===== config.mk =====
export PLATFORM = sky130hd
export DESIGN_NAME = stim_nco
export DESIGN_NICKNAME = d
export VERILOG_FILES = /design/src/rtl/stim_nco.sv
export SDC_FILE = /design/constraint.sdc
export NUM_CORES = 1
export LEC_CHECK = 0
export CAP_MARGIN = 20
export CORE_ASPECT_RATIO = 1.4
export CORE_UTILIZATION = 58
export CTS_CLUSTER_SIZE = 16
export DETAILED_ROUTE_END_ITERATION = 8
export PLACE_DENSITY_LB_ADDON = 0.15
export RECOVER_POWER = 50
export REMOVE_ABC_BUFFERS = 1
export SYNTH_ARGS = -nofsm -noshare
export SYNTH_HDL_FRONTEND = slang
export SYNTH_SLANG_ARGS = --single-unit

===== constraint.sdc =====
create_clock -name clk -period 3.19 [get_ports clk]
set_clock_uncertainty 0.2 [all_clocks]
set_input_delay 0.319 -clock clk [delete_from_list [all_inputs] [get_ports clk]]
set_output_delay 0.319 -clock clk [all_outputs]
set_load 0.01 [all_outputs]

===== src/rtl/stim_nco.sv =====
// stim_nco: multi-channel square/triangle stimulus NCO with single-shot or continuous bursts.
// Defining STIM_AMPL_EN adds a per-channel amplitude scale (cfg_ampl) behind one extra register stage.
module stim_nco #(
    parameter int CH = 2,
    parameter int PW = 24,
    parameter int OW = 12
) (
    input  logic             clk,
    input  logic             rst_n,
    input  logic             cfg_valid,
    output logic             cfg_ready,
    input  logic [2:0]       cfg_ch,
    input  logic [PW-1:0]    cfg_fword,
    input  logic [PW-1:0]    cfg_phase,
    input  logic             cfg_mode,
`ifdef STIM_AMPL_EN
    input  logic [OW-1:0]    cfg_ampl,
`endif
    input  logic             run,
    input  logic             stop,
    input  logic [15:0]      burst_len,
    output logic             sample_valid,
    output logic [CH*OW-1:0] sample_data,
    output logic             busy,
    output logic             done
);

    typedef enum logic [1:0] {
        S_IDLE,
        S_LOAD,
        S_RUN,
        S_DONE
    } state_t;

    localparam logic [OW-1:0] POS_FULL = {1'b0, {(OW-1){1'b1}}};
    localparam logic [OW-1:0] NEG_FULL = {1'b1, {(OW-1){1'b0}}};

    state_t      state_q, state_d;
    logic [15:0] cnt_q;
    logic [15:0] blen_q;
    logic        alive_q;
    logic        vld1_q;
    logic        run_ok;
    logic        last_smp;

    assign run_ok    = run && !stop;
    assign last_smp  = (blen_q != 16'd0) && (cnt_q == blen_q - 16'd1);
    // alive_q keeps cfg_ready low while reset is held and for no longer.
    assign cfg_ready = alive_q && (state_q == S_IDLE);
    assign busy      = (state_q != S_IDLE);
    assign done      = (state_q == S_DONE);

    always_comb begin
        state_d = state_q;
        unique case (state_q)
            S_IDLE:  if (run_ok) state_d = S_LOAD;
            S_LOAD:  state_d = S_RUN;
            S_RUN:   if (stop || last_smp) state_d = S_DONE;
            S_DONE:  state_d = S_IDLE;
            default: state_d = S_IDLE;
        endcase
    end

    always_ff @(posedge clk or negedge rst_n) begin
        if (!rst_n) begin
            state_q <= S_IDLE;
            cnt_q   <= '0;
            blen_q  <= '0;
            alive_q <= 1'b0;
            vld1_q  <= 1'b0;
        end else begin
            state_q <= state_d;
            alive_q <= 1'b1;
            vld1_q  <= (state_q == S_RUN);
            if (state_q == S_IDLE && run_ok) begin
                blen_q <= burst_len;
            end
            if (state_q == S_LOAD) begin
                cnt_q <= '0;
            end else if (state_q == S_RUN) begin
                cnt_q <= cnt_q + 16'd1;
            end
        end
    end

`ifdef STIM_AMPL_EN
    logic vld2_q;

    always_ff @(posedge clk or negedge rst_n) begin
        if (!rst_n) begin
            vld2_q <= 1'b0;
        end else begin
            vld2_q <= vld1_q;
        end
    end

    assign sample_valid = vld2_q;
`else
    assign sample_valid = vld1_q;
`endif

    genvar gi;
    for (gi = 0; gi < CH; gi++) begin : g_ch
        logic [PW-1:0] fword_q;
        logic [PW-1:0] phase_q;
        logic [PW-1:0] acc_q;
        logic          mode_q;
        logic [OW-1:0] u;
        logic [OW-1:0] raw_d;
        logic [OW-1:0] raw_q;
        logic          cfg_hit;

        assign cfg_hit = cfg_valid && cfg_ready && (cfg_ch == 3'(gi));
        assign u       = acc_q[PW-2 -: OW];

        always_comb begin
            raw_d = '0;
            if (!mode_q) begin
                raw_d = acc_q[PW-1] ? NEG_FULL : POS_FULL;
            end else begin
                raw_d = acc_q[PW-1] ? (POS_FULL - u) : (u - NEG_FULL);
            end
        end

        always_ff @(posedge clk or negedge rst_n) begin
            if (!rst_n) begin
                fword_q <= '0;
                phase_q <= '0;
                mode_q  <= 1'b0;
                acc_q   <= '0;
                raw_q   <= '0;
            end else begin
                if (cfg_hit) begin
                    fword_q <= cfg_fword;
                    phase_q <= cfg_phase;
                    mode_q  <= cfg_mode;
                end
                if (state_q == S_LOAD) begin
                    acc_q <= phase_q;
                end else if (state_q == S_RUN) begin
                    raw_q <= raw_d;
                    acc_q <= acc_q + fword_q;
                end
            end
        end

`ifdef STIM_AMPL_EN
        logic [OW-1:0]        ampl_q;
        logic [OW-1:0]        scl_q;
        logic signed [2*OW:0] prod;

        // ampl is unsigned, so it gets a zero sign bit before the signed multiply.
        assign prod = (2*OW+1)'($signed(raw_q)) * (2*OW+1)'($signed({1'b0, ampl_q}));

        always_ff @(posedge clk or negedge rst_n) begin
            if (!rst_n) begin
                ampl_q <= '1;
                scl_q  <= '0;
            end else begin
                if (cfg_hit) begin
                    ampl_q <= cfg_ampl;
                end
                if (vld1_q) begin
                    scl_q <= OW'(prod >>> (OW-1));
                end
            end
        end

        assign sample_data[gi*OW +: OW] = scl_q;
`else
        assign sample_data[gi*OW +: OW] = raw_q;
`endif
    end

endmodule


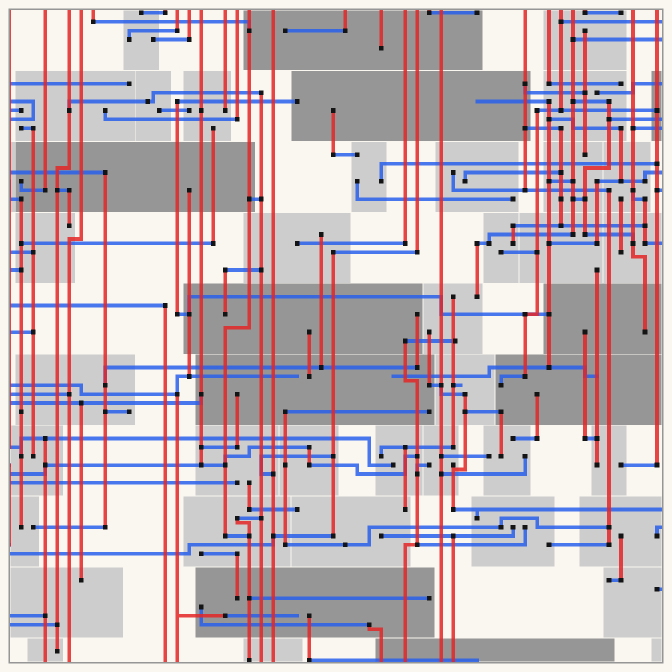
Fig. 1. Layout detail.
Region (78, 29) to (103, 54) um. Cells in gray, sequential cells in the stronger gray; small squares are vias.
- met1: blue
- met2: red
- sequential cells in the window: 7
- netlist names of flops here include: `cnt_q` (3)
- most frequent: dfrtp_1 (7), xor2_1 (4)
- cells with their middle in the window: 36

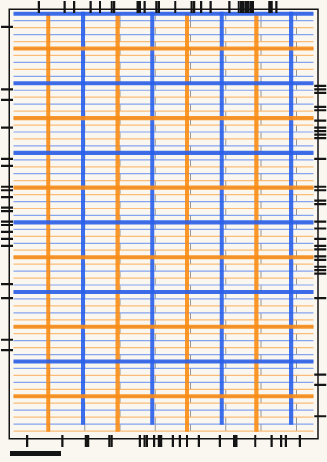
Fig. 2. Supply network.
Bar = 20 um. Pins as bars on the die edge. Tap cells in gray.
- VDD: blue
- VSS: orange
- met4 straps: 8
- met5 straps: 12
- rows: 60
die extent in x: 120 um
maximum vdd drop: 0.000644 V
Die Y: 167 um
core box area: 19,100 sq um

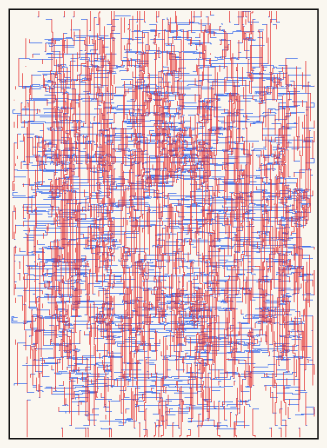
Fig. 3. Routed metal, one color a layer.
Two of the layers only.
- met1: blue (wire length 10,100 um)
- met2: red (wire length 14,700 um)
WL per Instance: 19.0 um
routed vias: 8,460
final wirelength: 27,000 um
gr usage total: 27.7%

==> out/results.ini <==
[run_status]
status=finished with violations
violations=capacitance limit, slew limit

[finish]
drive_above_1_share_pct=18.5
reg_top3=g_ch.acc_q x48, g_ch.fword_q x48, g_ch.phase_q x48
final_common_cell=dfrtp_1
logic_area_sq_um=5900
comb_area_share_pct=43.9
seq_area_share_pct=38.3
num-fill-cells=1506
clk_share_pct=5.30
dominant_cells=combinational gates
syn_to_final_growth_pct=18.7
buffers=124
n_all_inverters=34
area_share_nonclk_buffers_pct=9.23
n_clock_buffer=29
diodes=0
layout_top_cells=dfrtp_1, mux2_2, clkdlybuf4s50_1, nor2_1, a21oi_1
flop-count=206
comb_cells=776
fin_cells=1427
layout.nets=1291
flop_area_sq_um=5150

[detailed_routing]
drc=0
ant_nets=0
first_pass_iters=4
vias_per_cell=5.93
drtIter0Drc=355

[global_route]
grt_pass1_wl_um=43600
antenna_found_initial=0
grt_pass1_vias=8712
grt_start_max_net_pins=92
overflow=0

[power]
seqPwrFrac_pct=31.1
leakage_nw=6.08
pwr_density_cell_nw_per_um2=1160
power_frac_comb_pct=52.7
p_clk_share_pct=16.2
intPower_mw=9.30
switchingPower_mw=6.30
comb_power_mw=8.22
top_power_group=combinational logic
swShare_pct=40.4
seq-power_mw=4.85
pg_clk_mw=2.53

[sta]
fin_crit_sh_pct=97.2
slew_headroom_pct=-54.2
fin_tns_setup_ps=0
setup_violations=0
fmax_mhz=323
finalMaxSlewViolations=90
hold_viol=0
min_period_ps=3100
worstMarginPinSlew_ps=2310
grt_setup_unrepaired=no

[yosys]
ff_type=dfrtp_1
mux_area_share_pct=14.7
yosys_warnings=0
syn_inst=1064
synth_flops=206
ys_cells=1064
yosys.area_share.xor_xnor_pct=6.57
adder_share_pct=6.09
ys_top_cells_by_count=dfrtp_1, mux2_2, nor2_1, a21oi_1, xnor2_1
edf_count=0
yosys-stat-area_sq_um=11300
syn_area_sq_um=11300
synthSimpleGateAreaFrac_pct=12.1
synth_cell_types=68
top_cell=dfrtp_1
area_leaders=dfrtp_1, mux2_2, ha_1
avgSynthCellArea_sq_um=10.7
top_area_cell=dfrtp_1
synthArstFlopShare_pct=100
synth.top_cell.area_share_pct=45.5
ys_sh_aoi_pct=12.3
synthTopLogicFamily=multiplexers
postSynthSeqShare_pct=45.5

[clock_network]
h-tree-depth=1
cts_tree=done
cts.clk_slew.worst_paths_ps=70
clock_latency_ps=500
cts_made_buffers=22
clock_path_buffers=3
cts.sinks=206
clock-root-buffer=clkbuf_16

[setup_path]
crit_required_ps=3370
slowest_delay_ps=420
worstSetupEndpointType=flop
arrival_ps=3280
cp_top_family=AND-OR/OR-AND gates
crit_path_max_fanout=5
path_cells=ha_1 > and3_1 > a221o_1 > o21ba_2 > o211ai_1 > o21ai_0 > a21oi_1 > nor4b_1 > or3_1
start_kind=flop
path_buffers=0
cp_slowest_cell=o211ai_1
critPathKind=flop to flop

[die]
ios=101
dieArea_sq_um=20100
tap_cells=248
rows=60
fp_util_pct=59.2

[place]
hpwl_um=19200
place_inst=1386
port-buffer-count=100
finalWeightedCongestion=0.931

[flow_run]
tool_warnings=28
cap_violations=1

[hold_path]
hold_path_class=input pin to flop

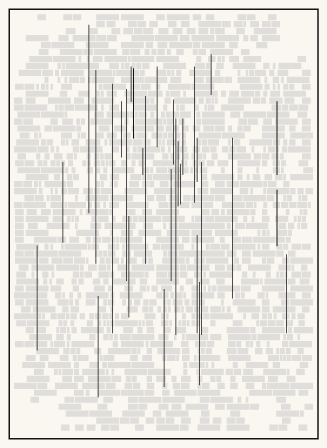
Fig. 4. M4 wires.
- nets with wire on the layer: 27
- share of all routed wire: 4.7%
- wire length on this layer: 1,270 um

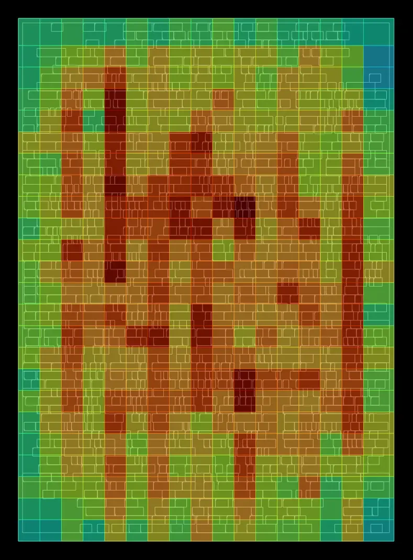
Fig. 5. Routing congestion map.
most used routing layer: met2
met3 usage: 3.24%

## worst paths after layout
check | startpoint | endpoint | slack [ps] | cells past startpoint
hold / removal | burst_len[12] | blen_q[12]$_DFFE_PN0P_ | 230 | 2
setup reg to reg | g_ch[0].fword_q[3]$_DFFE_PN0P_ | g_ch[0].acc_q[21]$_DFFE_PN0P_ | 90 | 9
max in group asynchronous | rst_n | g_ch[0].fword_q[2]$_DFFE_PN0P_ | 580 | 2
min in group asynchronous | rst_n | blen_q[3]$_DFFE_PN0P_ | 850 | 2
hold reg to reg | g_ch[0].acc_q[8]$_DFFE_PN0P_ | g_ch[0].acc_q[8]$_DFFE_PN0P_ | 290 | 1
setup / recovery | g_ch[0].fword_q[3]$_DFFE_PN0P_ | g_ch[0].acc_q[21]$_DFFE_PN0P_ | 90 | 9
## per-layer routing
| metal | share of wire (%) | up-vias | GRT usage, % |
|---|---|---|---|
| met5 | 0 | - | 0 |
| met4 | 4.7 | 0 | 13.4 |
| met3 | 3.6 | 67 | 3.24 |
| met2 | 54 | 191 | 52.3 |
| met1 | 37 | 4192 | 30.0 |
| li1 | - | 4010 | - |
## stage by stage
step                utilization, %  total power, mW  worst slack [ps]  cell area, sq um  hold slack (ps)
floorplan                        -             10.5              -486             11200             -177
global placement              66.4             12.8               196             12700              234
detailed placement            66.4             13.0               125             12700              237
CTS                           70.2             15.6              81.1             13400              221
global route                  70.2             16.8              2.73             13400              240
finish                        70.2             15.6              90.5             13400              233
## repair_timing
item | in CTS | in global routing
hold endpoints to repair | 89 | 0
endpoints found under the setup margin | 0 | 6
resized | 0 | 5
hold buffers | 1 | 0
buffers inserted | 0 | 1
Power and IR drop assume default switching activity.
